`config.mk`:
```
export PLATFORM = sky130hd
export DESIGN_NAME = num_sync_filt
export DESIGN_NICKNAME = d
export VERILOG_FILES = /design/src/rtl/num_sync_filt.sv
export SDC_FILE = /design/constraint.sdc
export NUM_CORES = 1
export LEC_CHECK = 0
export ABC_AREA = 1
export CAP_MARGIN = 10
export CORE_MARGIN = 4
export CORE_UTILIZATION = 55
export CTS_CLUSTER_DIAMETER = 80
export DETAILED_ROUTE_END_ITERATION = 7
export PLACE_DENSITY = 0.89
export SETUP_SLACK_MARGIN = 0.1
export SKIP_CTS_REPAIR_TIMING = 1
export SYNTH_ARGS = -nofsm -noshare
export SYNTH_HDL_FRONTEND = slang
export SYNTH_SLANG_ARGS = --single-unit
```
`constraint.sdc`:
```
create_clock -name clk_sync_i -period 2.23 [get_ports clk_sync_i]
set_clock_uncertainty 0.1 [all_clocks]
set_input_delay 0.446 -clock clk_sync_i [delete_from_list [all_inputs] [get_ports clk_sync_i]]
set_output_delay 0.446 -clock clk_sync_i [all_outputs]
set_load 0.005 [all_outputs]
```
`src/rtl/num_sync_filt.sv`:
```
// num_sync_filt: per-channel flop-chain synchroniser plus stability filter with one-cycle change strobes; optional hold_i gated by NUM_SYNC_FILT_HOLD_EN
module num_sync_filt #(
   parameter int CH_CNT     = 6,
   parameter int NUM_W      = 3,
   parameter int SYNC_D     = 3,
   parameter int STABLE_CNT = 4
)(
   input  logic                    clk_sync_i,
   input  logic                    rst_n_i,
   input  logic [CH_CNT*NUM_W-1:0] num_i,
`ifdef NUM_SYNC_FILT_HOLD_EN
   input  logic                    hold_i,
`endif
   output logic [CH_CNT*NUM_W-1:0] sync_num_o,
   output logic [CH_CNT-1:0]       changed_o,
   output logic                    any_changed_o
);
   localparam int CW = $clog2(STABLE_CNT) + 1;
   localparam logic [CW-1:0] CNT_MAX = CW'(STABLE_CNT - 1);
   logic hold;
`ifdef NUM_SYNC_FILT_HOLD_EN
   assign hold = hold_i;
`else
   assign hold = 1'b0;
`endif
   for (genvar k = 0; k < CH_CNT; k++) begin : g_ch
      logic [SYNC_D-1:0][NUM_W-1:0] chain;
      logic [NUM_W-1:0]             cand;
      logic [NUM_W-1:0]             s;
      logic [NUM_W-1:0]             out;
      logic [CW-1:0]                cnt;
      logic                         chg;
      assign s = chain[SYNC_D-1];
      assign sync_num_o[k*NUM_W +: NUM_W] = out;
      assign changed_o[k] = chg;
      // synchronise, then publish a candidate only once it has stayed put long enough
      always_ff @(posedge clk_sync_i or negedge rst_n_i)
         if (!rst_n_i) begin
            chain <= '0;
            cand  <= '0;
            cnt   <= '0;
            out   <= '0;
            chg   <= 1'b0;
         end else begin
            chain <= {chain[SYNC_D-2:0], num_i[k*NUM_W +: NUM_W]};
            chg   <= 1'b0;
            if (s != cand) begin
               cand <= s;
               cnt  <= '0;
            end else if (cnt != CNT_MAX)
               cnt <= cnt + 1'b1;
            else if (cand != out && !hold) begin
               out <= cand;
               chg <= 1'b1;
            end
         end
   end
   assign any_changed_o = |changed_o;
endmodule

```
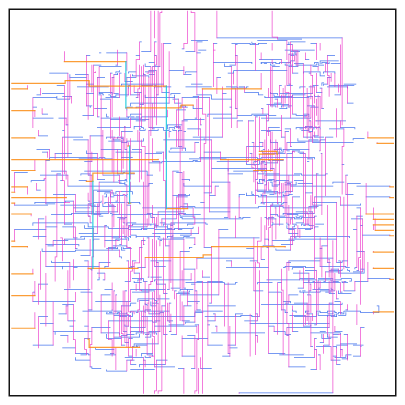
(signal wires by layer)
Drawn at 4 px/um.
legend:
  met4:
    color: cyan
    wire_length: 78.2 um
  met1:
    color: blue
    wire_length: 2830 um
  met3:
    color: orange
    wire_length: 353 um
  met2:
    color: magenta
    wire_length: 3660 um

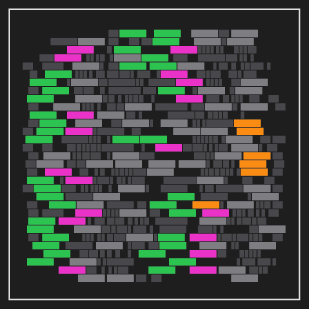
(sequential cells colored by netlist name)
Drawn at 3 px/um. Other sequential cells in the stronger gray, the rest of the logic in the fainter gray.
legend:
  g_ch.chg:
    color: orange
    sequential_cells: 6
    where: middle right
  g_ch.chain:
    color: green
    sequential_cells: 36
  g_ch.s:
    color: magenta
    sequential_cells: 18
not colored: 54
share of cell area taken by flip-flops and latches: 0.525
footprint of the flip-flops and latches: 2850 sq um
share of the core filled with cells in the final layout: 0.733
seq pwr: 2.19 mW

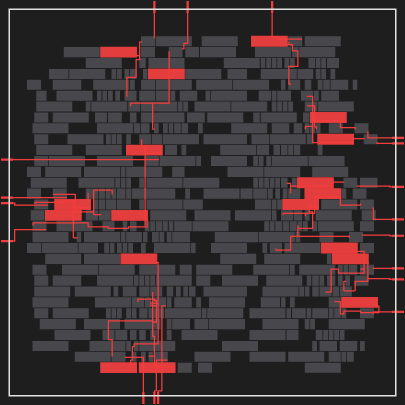
(nets reached from selected ports)
Drawn at 4 px/um.
legend:
  sync_num_o:
    color: red
    bits: 18
    direction: output
    end_cells: 18
    buffers: 18
    wire: 676 um
Port-buffer cells: 44
I/O pin total: 45

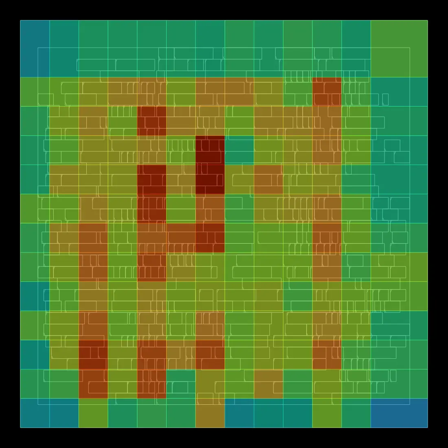
(routing congestion)
met3 track utilization from global routing: 0.0782
Routed wire per std cell: 12.9 um
GRT Resource Usage Total: 0.178
Most Used Layer, Global Route: met2

## sequential cells by signal (all words and copies together) (netlist names)
signal      count
g_ch.out       18
g_ch.s         18
g_ch.chg        6
g_ch.cnt       18
g_ch.cand      18
g_ch.chain     36
## Yosys cell counts
library cell	count
nand2_1	85
dfrtp_1	114
o21ai_0	6
a21oi_1	12
nand3b_1	1
inv_1	42
xnor2_1	23
clkbuf_1	18
xor2_1	7
nor2_1	19
buf_4	6
ha_1	12
nand2_2	6
nor2_4	6
nor4_1	1
nand3_2	6
nand3_1	17
## cell type report
class | count | area (sq um) | area share
timing repair buffer | 47 | 490 | 0.0903
inverter | 42 | 158 | 0.0290
sequential | 114 | 2850 | 0.525
clock inverter | 9 | 175 | 0.0322
tap | 99 | 124 | 0.0228
multi-input combinational | 201 | 1160 | 0.213
clock buffer | 23 | 477 | 0.0877
## layout by cell type (no fill, tap or decap)
| master | instances |
|---|---|
| bufinv_16 | 5 |
| buf_12 | 2 |
| dlymetal6s2s_1 | 1 |
| nand2_1 | 85 |
| xor2_1 | 7 |
| buf_4 | 1 |
| inv_1 | 42 |
| dlygate4sd3_1 | 1 |
| clkinvlp_4 | 2 |
| nand2_2 | 6 |
| nand3b_1 | 1 |
| o21ai_0 | 6 |
| clkbuf_16 | 16 |
| nand3_2 | 6 |
| dfrtp_1 | 114 |
| xnor2_1 | 23 |
| nor2_4 | 6 |
| clkbuf_8 | 5 |
| clkinv_2 | 2 |
| nor4_1 | 1 |
| ha_1 | 12 |
| nand3_1 | 17 |
| clkbuf_1 | 2 |
| a21oi_1 | 12 |
| clkdlybuf4s50_1 | 42 |
| nor2_1 | 19 |
==> Changelog: implementation <==
### Changed

* Worst setup path endpoint: sync_num_o[0]
* Tally of max-capacitance violations at 0
* Worst hold stages at 0
* Setup ws final at 0.251 ns
* Wire length after detailed routing at 6.92 mm
* Layout fillers at 501
* Yosys adder share at 0.0351
* Status: completed
* Post-place setup slack at 0.490 ns
* Warning count from the yosys run at 0
* Top sig layer: met4
* Element type at the critical path start: flop
* Slew at the pin closest to its max-slew limit at 0.487 ns
* Initial DRC Count at 60
* # H-tree levels at 4
* Post-synth regs at 114
* Complex Gates by Area at 0.0210
* Share of the cycle needed by the critical path after routing at 0.888
* Global routing met1 resource utilization at 0.202
* Setup TNS at 0 ns
* Mean Syn Cell Area at 11.2 sq um
* CP bufs+invs at 1
* Final design area excluding fillers at 5430 sq um
* Met1 wire length at 2.83 mm
* Power of the combinational group at 0.177 mW
* Area growth from synthesis to final layout at 27.0%
* Class of the most critical setup path: flop to output pin
* Routability congestion estimate from global placement at 0.793
* Worst min-delay path class: flop to flop
* Vias in the first global route at 2675
* Worst r2r src: g_ch[1].cnt[0]$_DFFE_PN0P_
* Library cell with the largest summed area after synthesis: dfrtp_1
* Number of vias in the routed layout at 2554
* Placed cell count at 502
* Inserted Clock Buffers at 17
* Antenna fix cells at 0
* Post-synth net total at 413
* Final worst hold slack at 0.240 ns
* Detail Route Antenna Nets at 0
* Syn Inst Count at 381
* Parity-gate share of the synthesized area counting xor and xnor cells at 0.0614
* Tot Pwr at 5.28 mW
* Combined area of all synthesized cells at 4280 sq um
* Detailed placer's ending HPWL at 4.61 mm
* Slowest cell delay on critical path at 0.55 ns
* Net switching component of the power at 1.01 mW
* Clock latency of the later-clocked register in the worst-skew pair at 0.50 ns
* Maximum number of pins on one net before global-route repair at 41
* Clock share of power at 0.551
* Via/cell ratio at 4.77
* Worst EP arrival at 1.43 ns
* CTS root buffer: clkbuf_8
* Number of clock sinks seen by CTS at 114
* Critical Path Stages at 1
* Met3 wire len at 352 um
* Met2 wire length at 3.66 mm
* Y dimension of the die at 96.2 um
* Number of standard cells reported by yosys at 381
* Worst reg2reg path endpoint: g_ch[1].out[0]$_DFFE_PN0P_
* Final-report max-slew violation count at 0
* Worst setup slack for register-to-register paths at 0.74 ns
* Count of final hold-check violations at 0
* CP cell instances: clkdlybuf4s50_1
* Met2 track demand over resource at 0.293
* Post-placement cell area at 4770 sq um
* Antenna violations before repair at 0
* Count of cell types in the netlist at 17
* Capturing element type of the critical path: output pin
* Sw frac at 0.192
* Min cycle time layout at 1.98 ns
* Log Warnings at 26
* Maximum net fanout on the critical path at 3
* Width of the chip at 96.2 um
* Top logic cell family in the synthesized netlist: simple AND/OR/NAND/NOR gates
* Global-route wire length before repair at 11.8 mm
* Leakage power figure at 2.69 nW
* Row Count at 31
* Pwr/cell area at 972 nW/um^2
* Leading power group: the clock network
* Worst hold path endpoint: g_ch[3].s[2]$_DFF_PN0_
* Core ar. at 7410 sq um
* Sequential cell fraction of total power at 0.416
* Worst setup path startpoint: g_ch[0].out[0]$_DFFE_PN0P_
* Remaining Overflow, GRT at 0
* Delay-heaviest family, CP: buffers and inverters
* Combinational cell fraction of total power at 0.034
* Starting density of the core at 0.578
* Timing-limited maximum frequency at 0.505 GHz
* Synth top area cells: dfrtp_1 67%, nand2_1 7.5%, xnor2_1 4.7%, inv_1 3.7%, ha_1 3.5%
* TritonCTS clock tree: yes
* Total clock network power at 2.91 mW
* Slew margin rel. at 0.675
* Int Power at 4.27 mW
* Share of the yosys chip area belonging to registers at 0.666
* Max-area cell share at 0.666
* AND/OR/NAND/NOR Cells, Area Fraction at 0.153
* Maximum count of clock buffers along a single path at 2
* Worst Hold Launch: g_ch[3].chain[5]$_DFF_PN0_
* CP max stage cell: clkdlybuf4s50_1
* Post-route non-filler standard cell count at 535
* Fraction of layout instances using a drive strength above 1 at 0.117
* Number of cells on the worst reg-to-reg path at 7
* Final setup violation count at 0
* Worst EP required at 1.68 ns
* Nets@finish at 455
* Post-synthesis mux area share at 0
* Residual DRC at 0
* Maximum ir drop on the vdd rail at 0.000573 V
* Summed standard-cell area reported by yosys at 4280 sq um
* Setup repair after global routing missed its margin: no
* Die Area at 9260 sq um
* Clk pin slew, worst setup/hold paths at 0.05 ns
* Number of detailed-routing iterations run before antenna repair at 4
Power figures rest on the tool's default switching activity, not on a simulated workload.
